### Congestion heat map

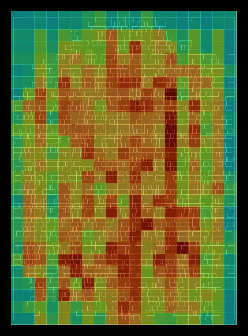
### Gate families picked out

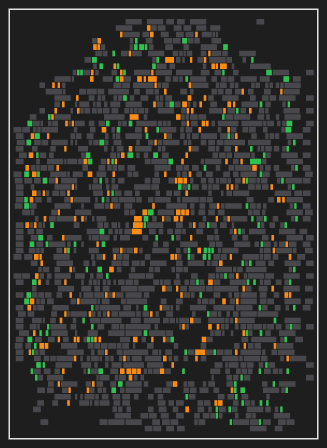
<file path="src/rtl/div_unit.sv">
// div_unit: iterative radix-2 restoring divider for RISC-V div/divu/rem/remu.
//   clk    - clock, all state updates on the rising edge
//   rst    - synchronous active-high reset, overrides start and kill
//   start  - request, sampled only in IDLE (dropped if kill is also high)
//   op     - 00=div, 01=divu, 10=rem, 11=remu, sampled with start
//   rs1    - dividend, sampled with start
//   rs2    - divisor, sampled with start
//   kill   - abort an in-flight op (CALC or FIX) without a done pulse
//   busy   - high from the edge after acceptance until done is raised
//   done   - one-cycle pulse, result valid
//   result - quotient or remainder, held until the next completion
module div_unit #(
  parameter int unsigned XLEN = 32
) (
  input  logic            clk,
  input  logic            rst,
  input  logic            start,
  input  logic [1:0]      op,
  input  logic [XLEN-1:0] rs1,
  input  logic [XLEN-1:0] rs2,
  input  logic            kill,
  output logic            busy,
  output logic            done,
  output logic [XLEN-1:0] result
);

  localparam int unsigned CW = (XLEN > 1) ? $clog2(XLEN) : 1;
  localparam logic [XLEN-1:0] MIN_NEG = {1'b1, {(XLEN-1){1'b0}}};

  typedef enum logic [1:0] {IDLE, CALC, FIX, DONE} state_t;

  state_t          state_q, state_d;
  logic [1:0]      op_q, op_d;
  logic [XLEN:0]   rem_q, rem_d;
  logic [XLEN-1:0] quot_q, quot_d;
  logic [XLEN-1:0] dvs_q, dvs_d;
  logic [CW-1:0]   cnt_q, cnt_d;
  logic            qneg_q, qneg_d;
  logic            rneg_q, rneg_d;
  logic            busy_q, busy_d;
  logic            done_q, done_d;
  logic [XLEN-1:0] result_q, result_d;

  // Operand preparation for the IDLE accept path
  logic            signed_op;
  logic            rs1_neg, rs2_neg;
  logic [XLEN-1:0] rs1_mag, rs2_mag;
  logic            div_zero, ovf;

  // Restoring step datapath
  logic [XLEN:0]   rem_shift, trial;

  // Sign fix-up datapath
  logic [XLEN-1:0] q_fix, r_fix;

  always_comb begin
    signed_op = ~op[0];
    rs1_neg   = signed_op & rs1[XLEN-1];
    rs2_neg   = signed_op & rs2[XLEN-1];
    rs1_mag   = rs1_neg ? (~rs1 + 1'b1) : rs1;
    rs2_mag   = rs2_neg ? (~rs2 + 1'b1) : rs2;
    div_zero  = (rs2 == '0);
    ovf       = signed_op && (rs1 == MIN_NEG) && (rs2 == '1);
  end

  always_comb begin
    // Shift the {rem,quot} pair left by one; the quotient MSB feeds the remainder LSB.
    rem_shift = (rem_q << 1) | {{XLEN{1'b0}}, quot_q[XLEN-1]};
    trial     = rem_shift - {1'b0, dvs_q};
  end

  always_comb begin
    q_fix = qneg_q ? (~quot_q + 1'b1) : quot_q;
    r_fix = rneg_q ? (~rem_q[XLEN-1:0] + 1'b1) : rem_q[XLEN-1:0];
  end

  always_comb begin
    state_d  = state_q;
    op_d     = op_q;
    rem_d    = rem_q;
    quot_d   = quot_q;
    dvs_d    = dvs_q;
    cnt_d    = cnt_q;
    qneg_d   = qneg_q;
    rneg_d   = rneg_q;
    busy_d   = busy_q;
    done_d   = 1'b0;
    result_d = result_q;

    unique case (state_q)
      IDLE: begin
        if (start && !kill) begin
          op_d   = op;
          busy_d = 1'b1;
          cnt_d  = '0;
          dvs_d  = rs2_mag;
          if (div_zero) begin
            // Final values preloaded; sign flags cleared so FIX passes them through.
            quot_d  = '1;
            rem_d   = {1'b0, rs1};
            qneg_d  = 1'b0;
            rneg_d  = 1'b0;
            state_d = FIX;
          end else if (ovf) begin
            quot_d  = MIN_NEG;
            rem_d   = '0;
            qneg_d  = 1'b0;
            rneg_d  = 1'b0;
            state_d = FIX;
          end else begin
            // Dividend magnitude starts in the quotient register and shifts out into rem.
            quot_d  = rs1_mag;
            rem_d   = '0;
            qneg_d  = rs1_neg ^ rs2_neg;
            rneg_d  = rs1_neg;
            state_d = CALC;
          end
        end
      end

      CALC: begin
        if (kill) begin
          busy_d  = 1'b0;
          state_d = IDLE;
        end else begin
          if (!trial[XLEN]) begin
            rem_d  = trial;
            quot_d = {quot_q[XLEN-2:0], 1'b1};
          end else begin
            rem_d  = rem_shift;
            quot_d = {quot_q[XLEN-2:0], 1'b0};
          end
          cnt_d = cnt_q + 1'b1;
          if (cnt_q == CW'(XLEN-1)) begin
            state_d = FIX;
          end
        end
      end

      FIX: begin
        busy_d = 1'b0;
        if (kill) begin
          state_d = IDLE;
        end else begin
          result_d = op_q[1] ? r_fix : q_fix;
          done_d   = 1'b1;
          state_d  = DONE;
        end
      end

      DONE: begin
        state_d = IDLE;
      end

      default: begin
        busy_d  = 1'b0;
        state_d = IDLE;
      end
    endcase
  end

  always_ff @(posedge clk) begin
    if (rst) begin
      state_q  <= IDLE;
      op_q     <= '0;
      rem_q    <= '0;
      quot_q   <= '0;
      dvs_q    <= '0;
      cnt_q    <= '0;
      qneg_q   <= 1'b0;
      rneg_q   <= 1'b0;
      busy_q   <= 1'b0;
      done_q   <= 1'b0;
      result_q <= '0;
    end else begin
      state_q  <= state_d;
      op_q     <= op_d;
      rem_q    <= rem_d;
      quot_q   <= quot_d;
      dvs_q    <= dvs_d;
      cnt_q    <= cnt_d;
      qneg_q   <= qneg_d;
      rneg_q   <= rneg_d;
      busy_q   <= busy_d;
      done_q   <= done_d;
      result_q <= result_d;
    end
  end

  assign busy   = busy_q;
  assign done   = done_q;
  assign result = result_q;

endmodule

</file>
<file path="config.mk">
export PLATFORM = sky130hd
export DESIGN_NAME = div_unit
export DESIGN_NICKNAME = d
export VERILOG_FILES = /design/src/rtl/div_unit.sv
export SDC_FILE = /design/constraint.sdc
export NUM_CORES = 1
export LEC_CHECK = 0
export ABC_CLOCK_PERIOD_IN_PS = 7800
export CORE_ASPECT_RATIO = 1.4
export CORE_UTILIZATION = 45
export CTS_CLUSTER_SIZE = 25
export DETAILED_ROUTE_END_ITERATION = 8
export GPL_TIMING_DRIVEN = 1
export PLACE_DENSITY = 0.68
export SYNTH_ARGS = -nofsm -noshare
export SYNTH_HDL_FRONTEND = slang
export SYNTH_SLANG_ARGS = --single-unit
</file>
<file path="constraint.sdc">
create_clock -name clk -period 7.8 [get_ports clk]
set_input_delay 1.56 -clock clk [delete_from_list [all_inputs] [get_ports clk]]
set_output_delay 1.56 -clock clk [all_outputs]
set_load 0.005 [all_outputs]
</file>
==> results.cfg <==
; yosys + openroad results
[outcome]
outcome = finished, final reports clean

[setup_path]
worst_setup_path_start_kind = input port
crit_end = quot_q[13]
cp-end-kind = flip-flop
critPathLaunch = rs2[1]
reg2reg_depth = 12
path_buffers = 2
r2r-end = rem_q[26]
criticalPathCategory = in -> reg
r2r-start = quot_q[31]

[place]
placed_cell_area_mm2 = 0.0117
gp_congestion = 0.910

[layout]
stdcell_count = 1769
utilization_pct = 54.3
lay_top_cells = nor2_1 (149), dfxtp_1 (139), a21oi_1 (129)
final_common_cell = nor2_1
syn2layout_area_growth_pct = 17.2
drive_gt1_share_pct = 5.04
finalInstanceArea_mm2 = 0.0124

[synthesis]
top_cell = nor2_1
ys_types = 65
edf_count = 0
ys_warn_count = 0
ys_area_mm2 = 0.0106
synthArstFlopShare_pct = 0
syn_inst = 1407
mux_area_share_pct = 2.29
synth_top_area_share_pct = 26.6
ff_type = dfxtp_1

[final_timing]
max_freq_ghz = 0.206
setup_tns_ns = 0
whs_ns = 0.450
setup_violations = 0
min_period_over_period_pct = 62.2
rsz0062_at_grt = false
slew_viol_final = 0

[power]
p_total_mw = 4.29
top_power_group = combinational cells
p_comb_share_pct = 55.3
seq-power_mw = 1.05
pg_comb_mw = 2.37
switchingPower_mw = 1.95
p_int_mw = 2.35

[floorplan]
row_count = 65
die_h_um = 183
chipArea_mm2 = 0.0241

[job]
warning_count = 31

[grt]
grt_max_degree = 74

[clock_tree]
cts_max_level = 4
ctsResizeCount = 0

[routing]
antenna_left = 0
drt_wl_total_um = 31100
firstDrtPassIters = 5
avgRoutedWirePerCell_um = 17.6

[hold_path]
hold_end = result[9]
Notes on 'Congestion heat map' above:
met1 usage: 33.0%
Tot GR Track Use: 26.4%
gr busiest metal: met2
met3 usage: 3.21%

Notes on 'Gate families picked out' above:
colour	family	cells	most used	where
orange	NOR gates	220	nor2_1	all over the die
green	NAND gates	166	nand2_1	all over the die

-- sequential cells by signal (all words and copies together), names as in the netlist --
signal	count
dvs_q	32
rem_q	32
state_q	2
result	32
qneg_q	1
quot_q	32
done	1
op_q	1
cnt_q	5
busy	1
rneg_q	1
-- routing by layer --
layer,routed length (um),global-route usage (%),vias up,share of wire [%]
li1,-,-,5245,-
met1,13700,33.0,4785,44
met2,15100,45.9,283,49
met3,1290,3.21,41,4.1
met4,926,10.7,0,3.0
met5,0,0,-,0
-- area by class of cell --
cell class / count / area [um^2]
Inverter: 62 / 233
Sequential cell: 140 / 2800
Fill cell: 2210 / 10400
Tap cell: 301 / 377
Clock buffer: 17 / 425
Clock inverter: 15 / 196
Timing Repair Buffer: 115 / 1120
Multi-Input combinational cell: 1119 / 7210
